==> config.mk <==
export PLATFORM = sky130hd
export DESIGN_NAME = addr_seq_ctrl
export DESIGN_NICKNAME = d
export VERILOG_FILES = /design/src/rtl/tpu_ctrl_pkg.sv /design/src/rtl/valid_pipe.sv /design/src/rtl/addr_seq_ctrl.sv
export SDC_FILE = /design/constraint.sdc
export NUM_CORES = 1
export LEC_CHECK = 0
export ABC_CLOCK_PERIOD_IN_PS = 2130
export CORE_AREA = 2 2 89 65
export DETAILED_ROUTE_END_ITERATION = 12
export DIE_AREA = 0 0 91 67
export PLACE_DENSITY = 0.5
export SLEW_MARGIN = 30
export SYNTH_ARGS = -nofsm -noshare
export SYNTH_HDL_FRONTEND = slang
export SYNTH_SLANG_ARGS = --single-unit
==> constraint.sdc <==
create_clock -name clk -period 2.13 [get_ports clk]
set_input_delay 0.426 -clock clk [delete_from_list [all_inputs] [get_ports clk]]
set_output_delay 0.426 -clock clk [all_outputs]
set_load 0.05 [all_outputs]
==> src/rtl/tpu_ctrl_pkg.sv <==
// Shared control definitions for the systolic datapath sequencers and the address selector.
// Holds the FSM state encoding, the parked/last serial values and default pipeline timing.
package tpu_ctrl_pkg;

    typedef enum logic [1:0] {
        ST_IDLE  = 2'd0,
        ST_RUN   = 2'd1,
        ST_DRAIN = 2'd2,
        ST_DONE  = 2'd3
    } seq_state_t;

    // Serial 127 selects an SRAM row that holds zeros, so parking there feeds the array nothing.
    localparam logic [6:0] SERIAL_LAST   = 7'd126;
    localparam logic [6:0] SERIAL_IDLE   = 7'd127;

    localparam int         DRAIN_CYC_DEF = 33;
    localparam int         RD_LAT_DEF    = 2;

    function automatic logic seq_is_busy(input seq_state_t st);
        return (st == ST_RUN) || (st == ST_DRAIN);
    endfunction

endpackage

==> src/rtl/valid_pipe.sv <==
// Reset-clearable shift register delaying a 1-bit flag by DEPTH cycles (DEPTH >= 1).
// Latency DEPTH cycles; no backpressure, one sample accepted every cycle.
module valid_pipe #(
    parameter int DEPTH = 2
) (
    input  logic clk,
    input  logic srst,
    input  logic i_vld,
    output logic o_vld
);

    logic [DEPTH-1:0] r_pipe;

    always_ff @(posedge clk) begin
        if (srst) begin
            r_pipe <= '0;
        end else begin
            r_pipe[0] <= i_vld;
            for (int i = 1; i < DEPTH; i++) begin
                r_pipe[i] <= r_pipe[i-1];
            end
        end
    end

    assign o_vld = r_pipe[DEPTH-1];

endmodule

==> src/rtl/addr_seq_ctrl.sv <==
// Tile sequencer: start pulse -> per-tile serial sweep 0..SERIAL_LAST, array drain, loop over tiles.
// All outputs registered; start is only honoured in IDLE and is never queued.
module addr_seq_ctrl #(
    parameter logic [6:0] SERIAL_LAST = tpu_ctrl_pkg::SERIAL_LAST,
    parameter logic [6:0] SERIAL_IDLE = tpu_ctrl_pkg::SERIAL_IDLE,
    parameter int         DRAIN_CYC   = tpu_ctrl_pkg::DRAIN_CYC_DEF,
    parameter int         RD_LAT      = tpu_ctrl_pkg::RD_LAT_DEF,
    parameter int         TILE_W      = 4
) (
    input  logic              clk,
    input  logic              srst,
    input  logic              start,
    input  logic [TILE_W-1:0] tile_num,
    output logic [6:0]        addr_serial_num,
    output logic              arr_clear,
    output logic              data_valid,
    output logic [TILE_W-1:0] tile_idx,
    output logic              busy,
    output logic              done
);

    import tpu_ctrl_pkg::*;

    localparam int              DCW        = $clog2(DRAIN_CYC + 1);
    localparam logic [DCW-1:0]  DRAIN_LAST = DCW'(DRAIN_CYC - 1);

    seq_state_t        r_state;
    seq_state_t        w_state_nxt;
    logic [6:0]        r_serial;
    logic [6:0]        w_serial_nxt;
    logic [DCW-1:0]    r_drain_cnt;
    logic [DCW-1:0]    w_drain_cnt_nxt;
    logic [TILE_W-1:0] r_tile_idx;
    logic [TILE_W-1:0] w_tile_idx_nxt;
    logic [TILE_W-1:0] r_tile_last;
    logic [TILE_W-1:0] w_tile_last_nxt;
    logic              r_clear;
    logic              w_clear_nxt;
    logic              r_busy;
    logic              w_busy_nxt;
    logic              r_done;
    logic              w_done_nxt;
    logic              w_run_flag;
    logic              w_dv;

    always_ff @(posedge clk) begin
        if (srst) begin
            r_state     <= ST_IDLE;
            r_serial    <= SERIAL_IDLE;
            r_drain_cnt <= '0;
            r_tile_idx  <= '0;
            r_tile_last <= '0;
            r_clear     <= 1'b0;
            r_busy      <= 1'b0;
            r_done      <= 1'b0;
        end else begin
            r_state     <= w_state_nxt;
            r_serial    <= w_serial_nxt;
            r_drain_cnt <= w_drain_cnt_nxt;
            r_tile_idx  <= w_tile_idx_nxt;
            r_tile_last <= w_tile_last_nxt;
            r_clear     <= w_clear_nxt;
            r_busy      <= w_busy_nxt;
            r_done      <= w_done_nxt;
        end
    end

    // Outputs are computed one cycle early from the next state so they leave a flop.
    always_comb begin
        w_state_nxt     = r_state;
        w_serial_nxt    = SERIAL_IDLE;
        w_drain_cnt_nxt = '0;
        w_tile_idx_nxt  = r_tile_idx;
        w_tile_last_nxt = r_tile_last;
        w_clear_nxt     = 1'b0;
        w_busy_nxt      = 1'b0;
        w_done_nxt      = 1'b0;

        unique case (r_state)
            ST_IDLE: begin
                if (start) begin
                    w_state_nxt     = ST_RUN;
                    w_serial_nxt    = 7'd0;
                    w_clear_nxt     = 1'b1;
                    w_busy_nxt      = 1'b1;
                    w_tile_idx_nxt  = '0;
                    w_tile_last_nxt = tile_num;
                end
            end

            ST_RUN: begin
                w_busy_nxt = 1'b1;
                if (r_serial == SERIAL_LAST) begin
                    w_state_nxt = ST_DRAIN;
                end else begin
                    w_serial_nxt = r_serial + 7'd1;
                end
            end

            ST_DRAIN: begin
                w_busy_nxt = 1'b1;
                if (r_drain_cnt == DRAIN_LAST) begin
                    if (r_tile_idx == r_tile_last) begin
                        w_state_nxt = ST_DONE;
                        w_busy_nxt  = 1'b0;
                        w_done_nxt  = 1'b1;
                    end else begin
                        // Next tile starts straight out of drain with no idle bubble.
                        w_state_nxt    = ST_RUN;
                        w_serial_nxt   = 7'd0;
                        w_clear_nxt    = 1'b1;
                        w_tile_idx_nxt = r_tile_idx + TILE_W'(1);
                    end
                end else begin
                    w_drain_cnt_nxt = r_drain_cnt + DCW'(1);
                end
            end

            ST_DONE: begin
                w_state_nxt = ST_IDLE;
            end

            default: begin
                w_state_nxt = ST_IDLE;
            end
        endcase
    end

    // Valid follows the RUN state, not the serial value, so parked cycles never look valid.
    assign w_run_flag = (r_state == ST_RUN);

    valid_pipe #(
        .DEPTH (RD_LAT)
    ) u_valid_pipe (
        .clk   (clk),
        .srst  (srst),
        .i_vld (w_run_flag),
        .o_vld (w_dv)
    );

    assign addr_serial_num = r_serial;
    assign arr_clear       = r_clear;
    assign data_valid      = w_dv;
    assign tile_idx        = r_tile_idx;
    assign busy            = r_busy;
    assign done            = r_done;

endmodule

run_1/congestion.png
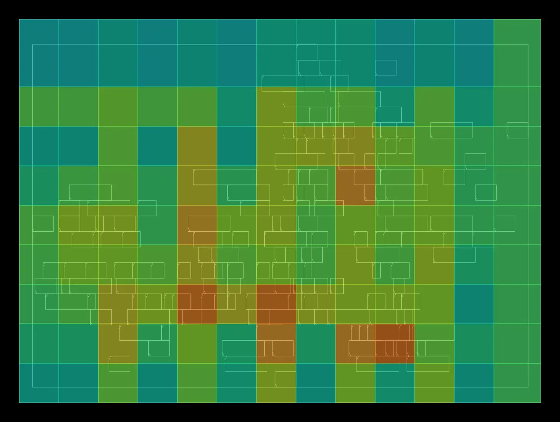
grt met2 use: 15.83%
Layout Utilization: 32.01%
met1 usage: 12.31%
Total Routing Usage GR: 9.582%

run_1/io_placement.png
(4 px per um) Pins as bars across the die edge, other pins in grey.
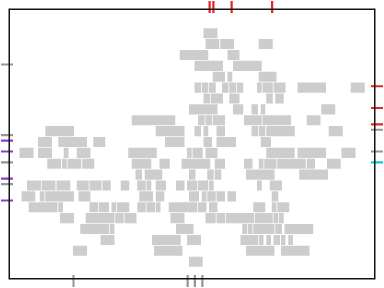
Key: cyan = srst [pins 1, direction input, edge east]; purple = tile_num [pins 4, direction input, edge west]; red = addr_serial_num [pins 7, direction output, edge 4 north, 3 east]
All pins by edge: 8 west, 6 east, 4 north, 4 south.

run_1/layer_met3.png
(3 px per um) Cells faint in the background.
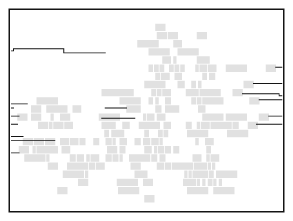
The wires run mostly horizontal. 15 nets have wire on it. The layer holds 4.8% of the routed length.
GR Util met3: 3.281%
DR vias: 1054
Post-Route WL: 2.708 mm

==> impl_metrics.tcl, run 1 <==
# metrics dict for downstream scripts
set metrics [dict create \
    critPathTopFamily "buffers and inverters" \
    seq_share_pct 33.84 \
    routabilityCongestion 0.7392 \
    hpwl_mm 2.107 \
    syn2layout_area_growth_pct 30.96 \
    sw_frac_of_total_pct 27.44 \
    comb_area_share_pct 39.88 \
    lay_top_count "dfxtp_1" \
    buffers 27 \
    async_reset_ff_share_pct 0 \
    cts_tree "yes" \
    fin_crit_ps 2055 \
    nFillCells 551 \
    firstDrtPassIters 4 \
    grt-ovfl-total 0 \
    clkCellAreaFrac_pct 4.305 \
    top_cell "dfxtp_1" \
    dr_wl_met2_mm 1.171 \
    r2r_slack_ps 370 \
    lay_top_cells "dfxtp_1, clkdlybuf4s50_1, nor2_1" \
    adder_share_pct 4.946 \
    ys_warn_count 0 \
    crit_buf_inv 1 \
    rows 22 \
    pg_seq_uw 580 \
    instances_no_fill 235 \
    cts_root_buf "clkbuf_8" \
    antenna_found_initial 0 \
    largest_class "combinational gates" \
    hold_path.class "reg2reg" \
    p_comb_share_pct 20.9 \
    status "completed" \
    clkLatencyLatePin_ps 270 \
    synthesis.nets 150 \
    path_class "reg2out" \
    setup_slack_ps 75.09 \
    drt-initial-drc-count 65 \
    switchingPower_uw 344.0 \
]
==> run 2: changes to the inputs <==
Settings changed: CTS_CLUSTER_DIAMETER set to 100.
run_2/layer_met1.png
(4 px per um) Cells faint in the background.
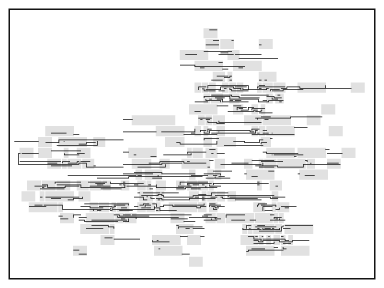
The layer holds 51% of the routed length. The wires run mostly horizontal. The layer carries 1390 um of wire.

run_2/layer_met3.png
(3 px per um) Cells faint in the background.
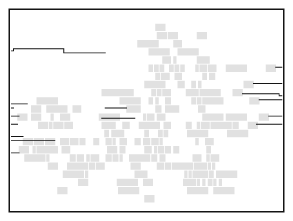

==> run 2 against run 1 <==
Against the previous run:
- largest cell class unchanged
- highest routed layer unchanged
- sequential power barely moved
- non-clock buffer count did not move
- first-iteration DRC count did not move
- global-route usage did not move
- flip-flop count did not move
- sequential share of layout area did not move
- routed wire length did not move
- total power did not move
- maximum frequency did not move
- register-to-register slack barely moved
- combinational power barely moved
- area after synthesis did not move
==> impl_metrics.tcl, run 2 <==
# metrics dict for downstream scripts
set metrics [dict create \
    track_usage_pct 9.582 \
    cts_tree "yes" \
    buffers 27 \
    adder_share_pct 4.946 \
    grt_use_met2_pct 15.83 \
    nFillCells 551 \
    instances_no_fill 235 \
    ys_warn_count 0 \
    drt-total-wl_mm 2.708 \
    routabilityCongestion 0.7392 \
    syn2layout_area_growth_pct 30.96 \
    switchingPower_uw 344.0 \
    status "completed" \
    comb_area_share_pct 39.88 \
    grt-ovfl-total 0 \
    rows 22 \
    lay_top_count "dfxtp_1" \
    p_comb_share_pct 20.9 \
    cts_root_buf "clkbuf_8" \
    critPathTopFamily "buffers and inverters" \
    hold_path.class "reg2reg" \
    utilization_pct 32.01 \
    hpwl_mm 2.107 \
    sw_frac_of_total_pct 27.44 \
    met3_usage_pct 3.281 \
    clkLatencyLatePin_ps 270 \
    grt_use_met1_pct 12.31 \
    firstDrtPassIters 4 \
    largest_class "combinational gates" \
    top_cell "dfxtp_1" \
    clkCellAreaFrac_pct 4.305 \
    lay_top_cells "dfxtp_1, clkdlybuf4s50_1, nor2_1" \
    r2r_slack_ps 370 \
    path_class "reg2out" \
    setup_slack_ps 75.09 \
]
run_2/congestion.png
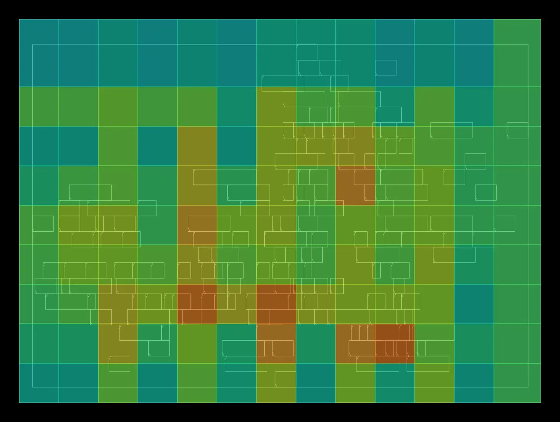
gr busiest metal: met2
DR WL/cell: 11.52 um

Power is estimated from default activity; no workload was simulated.
